[config.mk]
export PLATFORM = sky130hd
export DESIGN_NAME = fetch_queue_unit
export DESIGN_NICKNAME = d
export VERILOG_FILES = /design/src/rtl/fetch_queue_unit.sv
export SDC_FILE = /design/constraint.sdc
export NUM_CORES = 1
export LEC_CHECK = 0
export CAP_MARGIN = 10
export CORE_MARGIN = 1
export CORE_UTILIZATION = 40
export DETAILED_ROUTE_END_ITERATION = 10
export MAX_ROUTING_LAYER = met4
export PLACE_DENSITY = 0.61
export SYNTH_ARGS = -nofsm -noshare
export SYNTH_HDL_FRONTEND = slang
export SYNTH_SLANG_ARGS = --single-unit
[constraint.sdc]
create_clock -name clk -period 3.9 [get_ports clk]
set_input_delay 0.585 -clock clk [delete_from_list [all_inputs] [get_ports clk]]
set_output_delay 0.585 -clock clk [all_outputs]
set_load 0.005 [all_outputs]
[src/rtl/fetch_queue_unit.sv]
// Decoupled instruction-fetch stage: issues i-cache requests, buffers fetched
// {pc, instr} pairs in a circular queue, stops on a halt opcode and flushes on redirect.
module fetch_queue_unit #(
  parameter int                ADDR_W   = 16,
  parameter int                INSTR_W  = 16,
  parameter int                DEPTH    = 4,
  parameter int                PC_STEP  = 2,
  parameter logic [ADDR_W-1:0] RESET_PC = '0,
  parameter logic [3:0]        HALT_OP  = 4'hF
) (
  input  logic               clk,
  input  logic               rst,
  output logic               icache_req,
  output logic [ADDR_W-1:0]  icache_addr,
  input  logic               icache_ready,
  input  logic [INSTR_W-1:0] icache_data,
  input  logic               redirect,
  input  logic [ADDR_W-1:0]  redirect_pc,
  input  logic               id_ready,
  output logic               out_valid,
  output logic [INSTR_W-1:0] out_instr,
  output logic [ADDR_W-1:0]  out_pc,
  output logic [ADDR_W-1:0]  out_pc_next,
  output logic               fetch_halted
);

  localparam int PTR_W = $clog2(DEPTH);

  typedef enum logic [1:0] {FETCH, DROP, HALT} state_t;

  state_t             state;
  logic [ADDR_W-1:0]  fpc;
  logic [ADDR_W-1:0]  drop_addr;
  logic [ADDR_W-1:0]  pc_mem    [DEPTH];
  logic [INSTR_W-1:0] instr_mem [DEPTH];
  logic [PTR_W-1:0]   wr_ptr;
  logic [PTR_W-1:0]   rd_ptr;
  logic [PTR_W:0]     count;
  logic               push;
  logic               pop;
  logic               is_halt;

  // DROP keeps presenting the pre-redirect address until the cache answers it
  assign icache_req  = !rst && ((state == DROP) ||
                                (state == FETCH && count < (PTR_W+1)'(DEPTH)));
  assign icache_addr = (state == DROP) ? drop_addr : fpc;

  assign push    = icache_req && icache_ready && (state == FETCH) && !redirect;
  assign pop     = out_valid && id_ready && !redirect;
  assign is_halt = (icache_data[INSTR_W-1 -: 4] == HALT_OP);

  always_ff @(posedge clk or posedge rst) begin
    if (rst) begin
      state     <= FETCH;
      fpc       <= RESET_PC;
      drop_addr <= RESET_PC;
      wr_ptr    <= '0;
      rd_ptr    <= '0;
      count     <= '0;
    end else if (redirect) begin
      wr_ptr <= '0;
      rd_ptr <= '0;
      count  <= '0;
      fpc    <= redirect_pc;
      case (state)
        FETCH: begin
          if (icache_req && !icache_ready) begin
            state     <= DROP;
            drop_addr <= fpc;
          end else begin
            state <= FETCH;
          end
        end
        DROP:    state <= icache_ready ? FETCH : DROP;
        default: state <= FETCH;
      endcase
    end else begin
      if (push) begin
        wr_ptr <= wr_ptr + 1'b1;
        fpc    <= fpc + ADDR_W'(PC_STEP);
        if (is_halt) state <= HALT;
      end
      if (pop) rd_ptr <= rd_ptr + 1'b1;
      if (push && !pop) count <= count + 1'b1;
      else if (pop && !push) count <= count - 1'b1;
      if (state == DROP && icache_ready) state <= FETCH;
    end
  end

  always_ff @(posedge clk) begin
    if (push) begin
      pc_mem[wr_ptr]    <= fpc;
      instr_mem[wr_ptr] <= icache_data;
    end
  end

  assign out_valid    = (count != '0);
  assign out_instr    = instr_mem[rd_ptr];
  assign out_pc       = pc_mem[rd_ptr];
  assign out_pc_next  = out_pc + ADDR_W'(PC_STEP);
  assign fetch_halted = (state == HALT);

endmodule

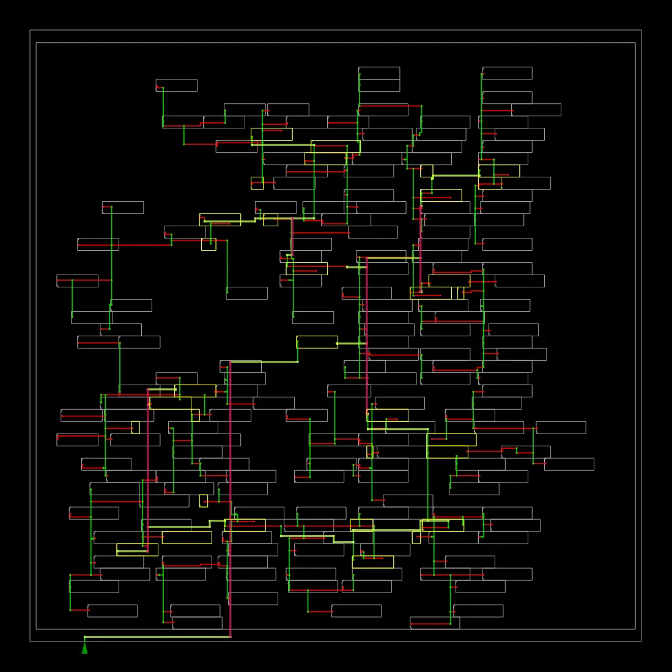
*Clock wiring as the flow saved it, run 1*
CTS Buf Count: 17
Clock Buffer Count: 20
clock network power: 1.69 mW
Worst-Skew Late Latency: 430 ps

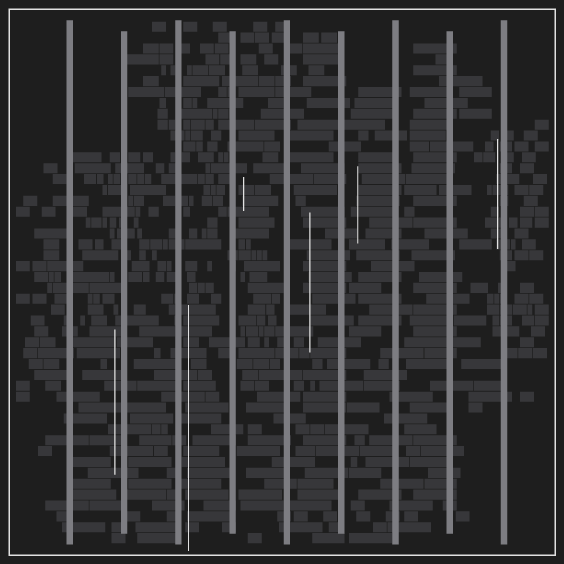
*Signal wires on met4, run 1*
(4 px per um) Supply wires on this layer in grey.
The wires run mostly vertical. 3 nets have wire on it. The layer holds 1.3% of the routed length. The layer carries 186 um of wire. The longest straight run is 61.2 um.
via count: 4,188
DRT Wirelength: 14,600 um

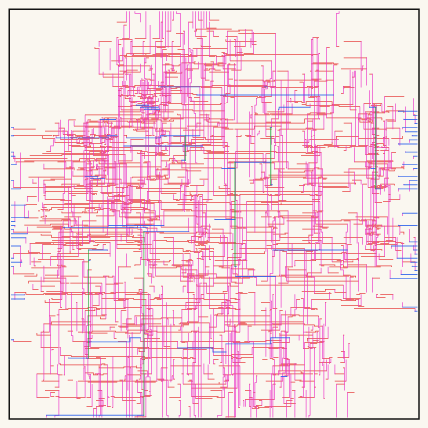
*Routed metal, one colour a layer, run 1*
(3 px per um)
Red shows met1, wire length 6,480 um. Magenta shows met2, wire length 7,330 um. Blue shows met3, wire length 575 um. Green shows met4, wire length 186 um.
post-DR wirelength/cell: 18.4 um
total track usage: 0.175

==> impl_metrics.csv, run 1 <==
group,metric,value,unit
finish,final_nets,596,
clocking,cts_hold_buf,0,
route,drc,0,
logic_synthesis,yosysTopAreaCell,"edfxtp_1",
route,wl_met2,7330,um
finish,reg.largest.list,"instr_mem: 64 flops, pc_mem: 64 flops",
logic_synthesis,logic_family,"multiplexers",
sta,fin_ws,248,ps
sta,setup_viol,0,
sta,skew,12.0,ps
finish,clk_share,0.0659,
power_and_ir_drop,p_clk_frac,0.310,
run_status,outcome,"completed",
clocking,clkTransAtPathRegs,60,ps
power_and_ir_drop,p_sw,1.39,mW
sta,finalCriticalPeriod,3650,ps
logic_synthesis,synth_seq_share,0.677,
clocking,clockBufferDepth,2,
finish,fin_util,0.525,
finish,lay_top_cells,"edfxtp_1 (128), clkdlybuf4s50_1 (103), dfrtp_1 (40)",
sta,clock.fmax,274,MHz
placed_design,post-place-ws,651,ps
logic_synthesis,ys_sh_xor,0.0299,
logic_synthesis,synth_area,7190,um^2
die,dieWidth,136,um
power_and_ir_drop,p_per_area,597,nW/um^2
finish,sh_seq_area,0.532,
finish,buf_share,0.127,
power_and_ir_drop,p_leak,3.15,nW
finish,drive_gt1_frac,0.211,
sta,worst_pin_slew,984,ps
logic_synthesis,async_flop_share,0.243,
finish,final_area,9150,um^2
die,die_h,136,um
setup_path,arrival,3070,ps
finish,seq_area,4870,um^2
global_route,grt_overflow,0,
setup_path,crit_fanout,17,
logic_synthesis,ys_types,49,
global_route,grt_max_degree,26,
sta,finalCritPeriodShare,0.936,
finish,largest_cell_class,"flip-flops and latches",
logic_synthesis,fp_nets,476,
logic_synthesis,synthCells,432,
die,pin_count,104,
power_and_ir_drop,pwr-share-comb,0.273,
run,warnings,29,
route,drt-vias-per-instance,5.30,
logic_synthesis,aoi_share,0.0287,
route,drtAntennaViolNets,0,
sta,drv_slew,0,
global_route,grt_first_pass_wirelength,23100,um
logic_synthesis,ys_warn_count,0,
placed_design,io_buffers,103,
setup_path,worstSetupEndpointType,"output pin",
route,drt-initial-drc-count,395,
die,dieArea,18500,um^2
power_and_ir_drop,internal-power,4.07,mW
run 1: final timing paths:
path,to,cells after the start,slack [ps],start
worst max-delay path,out_pc_next[13],6,250,rd_ptr[0]$_DFFE_PP0P_
worst min-delay path,drop_addr[10]$_DFFE_PP0P_,1,500,drop_addr[10]$_DFFE_PP0P_
worst max register to register,fpc[11]$_DFFE_PP0N_,4,1420,state[0]$_DFFE_PP0P_
worst min register to register,drop_addr[10]$_DFFE_PP0P_,1,500,drop_addr[10]$_DFFE_PP0P_
max in group asynchronous,fpc[8]$_DFFE_PP0N_,3,2290,rst
min in group asynchronous,drop_addr[3]$_DFFE_PP0P_,2,820,rst
run 1: critical path, cell delays in order, from the launching register on:
cell	delay (ps)
dfrtp_2	720
mux4_2	640
ha_1	270
and4_1	220
nand4_1	140
xnor2_1	130
clkdlybuf4s50_1	510
==> run 2: changes to the inputs <==
CORE_MARGIN = unset   (was 1)
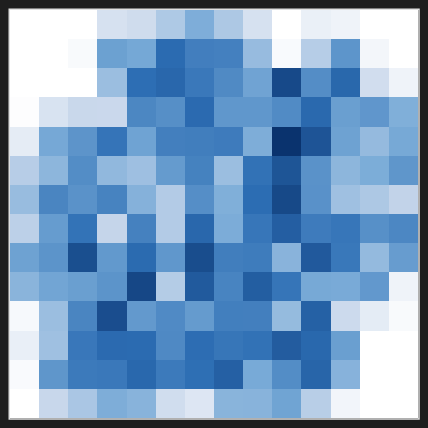
*Cell area per tile, run 2*
(3 px per um) 14 x 14 tiles, from white (low) to dark blue (high), 0 to 100% covered.
10% of the tiles are nearly empty. The mean over all tiles is 48%. 16% of the tiles are over 75% full. The fullest tile reaches 99%. The emptiest ninth of the die: top left.
fin util: 0.525
Starting Density: 0.413
core area: 17,400 um^2

==> impl_metrics.csv, run 2 <==
group,metric,value,unit
run_status,outcome,"completed",
hold_path,holdCritStartpoint,"drop_addr[10]$_DFFE_PP0P_",
logic_synthesis,ys_types,49,
logic_synthesis,ys_warn_count,0,
route,drt-initial-drc-count,395,
route,drtAntennaViolNets,0,
hold_path,whs_endpoint,"drop_addr[10]$_DFFE_PP0P_",
clocking,clkTransAtPathRegs,60,ps
clocking,cts_hold_buf,0,
sta,worst_pin_slew,984,ps
die,dieWidth,136,um
sta,skew,12.0,ps
global_route,grt_max_degree,26,
sta,finalCriticalPeriod,3650,ps
route,routed_wl,14600,um
setup_path,r2r_cells,4,
power_and_ir_drop,p_per_area,597,nW/um^2
logic_synthesis,fp_nets,476,
setup_path,endpoint,"out_pc_next[13]",
finish,buf_share,0.127,
setup_path,cp_top_family,"flip-flops",
sta,finalCritPeriodShare,0.936,
finish,drive_gt1_frac,0.211,
power_and_ir_drop,p_clk_frac,0.310,
setup_path,critPathBufInv,1,
route,vias,4188,
logic_synthesis,async_flop_share,0.243,
global_route,grt_usage,0.175,
finish,final_nets,596,
placed_design,io_buffers,103,
sta,setup_viol,0,
logic_synthesis,synth_area,7190,um^2
power_and_ir_drop,p_leak,3.15,nW
setup_path,cp.depth,6,
finish,seq_area,4870,um^2
route,wl_per_cell,18.4,um
==> run 2: cell counts after synthesis <==
No cell type changed its count.
==> run 2: stage by stage <==
stage	power [mW]	hold slack (ps)	instance area [um^2]	std cells	utilization
3_3_place_gp	3.81	486	8540	758	0.491
3_5_place_dp	3.83	492	8540	758	0.491
4_1_cts	5.52	506	9150	790	0.525
6_report	5.46	505	9150	790	0.525
2_1_floorplan	3.07	474	7190	432	-
5_1_grt	5.72	519	9150	790	0.525
==> run 2: cell families after synthesis <==
group,count (synthesis),synth area share
DFF,169,0.677
and+or+nand+nor,102,0.0770
muxes,66,0.153
buffers and inverters,34,0.0210
AOI/OAI and AO/OA,31,0.0287
xor gates and xnor gates,23,0.0299
adders and majority gates,7,0.0132
### Where the registers sit, run 2

(3 px per um) Other sequential cells in the stronger grey, the rest of the logic in the fainter grey.
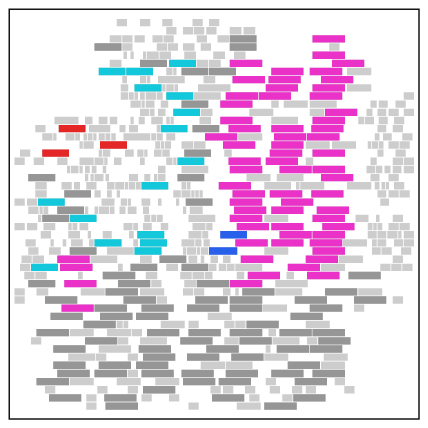

==> run 3: changes to the inputs <==
CORE_MARGIN = 2   (was unset)
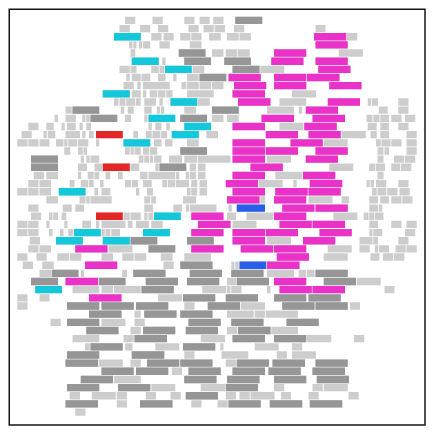
*Where the registers sit, run 3*
(3 px per um) Other sequential cells in the stronger grey, the rest of the logic in the fainter grey.
Cyan shows fpc, sequential cells 16. Red shows count, sequential cells 3. Blue shows rd_ptr, sequential cells 2. Magenta shows pc_mem, sequential cells 64.
Seq/total area: 0.537
fin util: 0.510
Storage cell area: 4870 um^2
Power Sequential: 2.27 mW

==> impl_metrics.csv, run 3 <==
group,metric,value,unit
route,wl_per_cell,18.4,um
finish,drive_gt1_frac,0.196,
finish,finalNonFillerCells,789,
route,drt-vias-per-instance,5.30,
die,core,17800,um^2
placed_design,post-place-ws,710,ps
global_route,grt_usage,0.165,
setup_path,endpoint,"out_pc_next[12]",
run,warnings,29,
route,drtAntennaViolNets,0,
placed_design,dpl_cell_area,8510,um^2
global_route,grt_first_pass_wirelength,23700,um
setup_path,startpoint,"rd_ptr[1]$_DFFE_PP0P_",
die,dieWidth,138,um
route,routed_wl,14500,um
finish,logic_area,2170,um^2
clocking,cts_hold_buf,0,
global_route,grt_util_met3,0.0287,
global_route,grt_max_degree,33,
die,fp_util,0.405,
logic_synthesis,aoi_share,0.0287,
setup_path,arrival,3000,ps
power_and_ir_drop,ir_worst_vdd,0.000292,V
clocking,cts_tree,"yes",
clocking,clock_latency,420,ps
sta,worst_pin_slew,875,ps
hold_path,whs_endpoint,"drop_addr[8]$_DFFE_PP0P_",
logic_synthesis,ys_sh_xor,0.0299,
logic_synthesis,logic_family,"multiplexers",
run,drv_cap,0,
global_route,grt_overflow,0,
logic_synthesis,synthCells,432,
route,wl_met2,7360,um
logic_synthesis,fp_nets,476,
clocking,clkTransAtPathRegs,60,ps
placed_design,placed_cells,757,
route,drt-initial-drc-count,255,
logic_synthesis,ys_warn_count,0,
setup_path,r2r_setup_slack,1370,ps
finish,reg.largest.list,"instr_mem: 64 flops, pc_mem: 64 flops",
sta,finalCritPeriodShare,0.920,
finish,final_area,9060,um^2
placed_design,hpwl,9860,um
sta,drv_slew,0,
logic_synthesis,synthAdderAreaFrac,0.0132,
logic_synthesis,top_cell,"edfxtp_1",
logic_synthesis,area_leaders,"edfxtp_1 (53%), dfrtp_1 (14%), mux4_2 (10%)",
sta,fin_ws,310,ps
setup_path,crit_fanout,17,
placed_design,io_buffers,103,
setup_path,critPathLaunchType,"flip-flop",
finish,final_nets,591,
sta,setup_viol,0,
logic_synthesis,yosysTopAreaCell,"edfxtp_1",
placed_design,gp_congestion,0.788,
power_and_ir_drop,p_leak,3.09,nW
logic_synthesis,ys_area,7190,um^2
sta,skew,7.57,ps
finish,lay_top_cells,"edfxtp_1 (128), clkdlybuf4s50_1 (103), dfrtp_1 (40)",
sta,clock.fmax,279,MHz
logic_synthesis,synth_seq_share,0.677,
die,pin_count,104,
die,dieArea,19100,um^2
logic_synthesis,yosys.area_share.simple,0.0770,
logic_synthesis,async_flop_share,0.243,
sta,finalCriticalPeriod,3590,ps
sta,whs,506,ps
setup_path,regToRegStartpoint,"state[0]$_DFFE_PP0P_",
logic_synthesis,synth.area.mux_share,0.153,
power_and_ir_drop,p_per_area,589,nW/um^2
run_status,outcome,"completed",
clocking,cts_buffers,17,
route,drc,0,
setup_path,r2r_cells,6,
route,vias,4184,
setup_path,regToRegEndpoint,"count[1]$_DFFE_PP0P_",
logic_synthesis,synth_area,7190,um^2
setup_path,worstSetupEndpointType,"output pin",
hold_path,hold-path-cell-count,1,
hold_path,holdCritStartpoint,"drop_addr[8]$_DFFE_PP0P_",
clocking,clockBufferDepth,2,
die,die_h,138,um
power_and_ir_drop,power,5.34,mW
[run 3: power breakdown]
part           internal [mW]  switching [mW]  total, mW  leakage [nW]
combinational          0.926           0.584       1.51          1.17
clock                  0.935           0.626       1.56         0.265
sequential              2.10           0.161       2.27          1.66
total                   3.97            1.37       5.34          3.09
[run 3: final cells by class]
type                    instances  share of cell area
clock buffers                  22              0.0490
inverters                      14             0.00580
well taps                     229              0.0316
clock inverters                10              0.0119
repair buffers                116               0.125
flip-flops and latches        169               0.537
multi-input cells             229               0.240
[run 3: critical path, cell delays in order, from the launching register on]
cell and delay [ps]:
dfrtp_1 840, mux4_2 440, nand3_1 210, nor4_1 370, xor2_1 200, clkdlybuf4s50_1 520
No activity file was given, so power comes from the tool's default toggle rates.
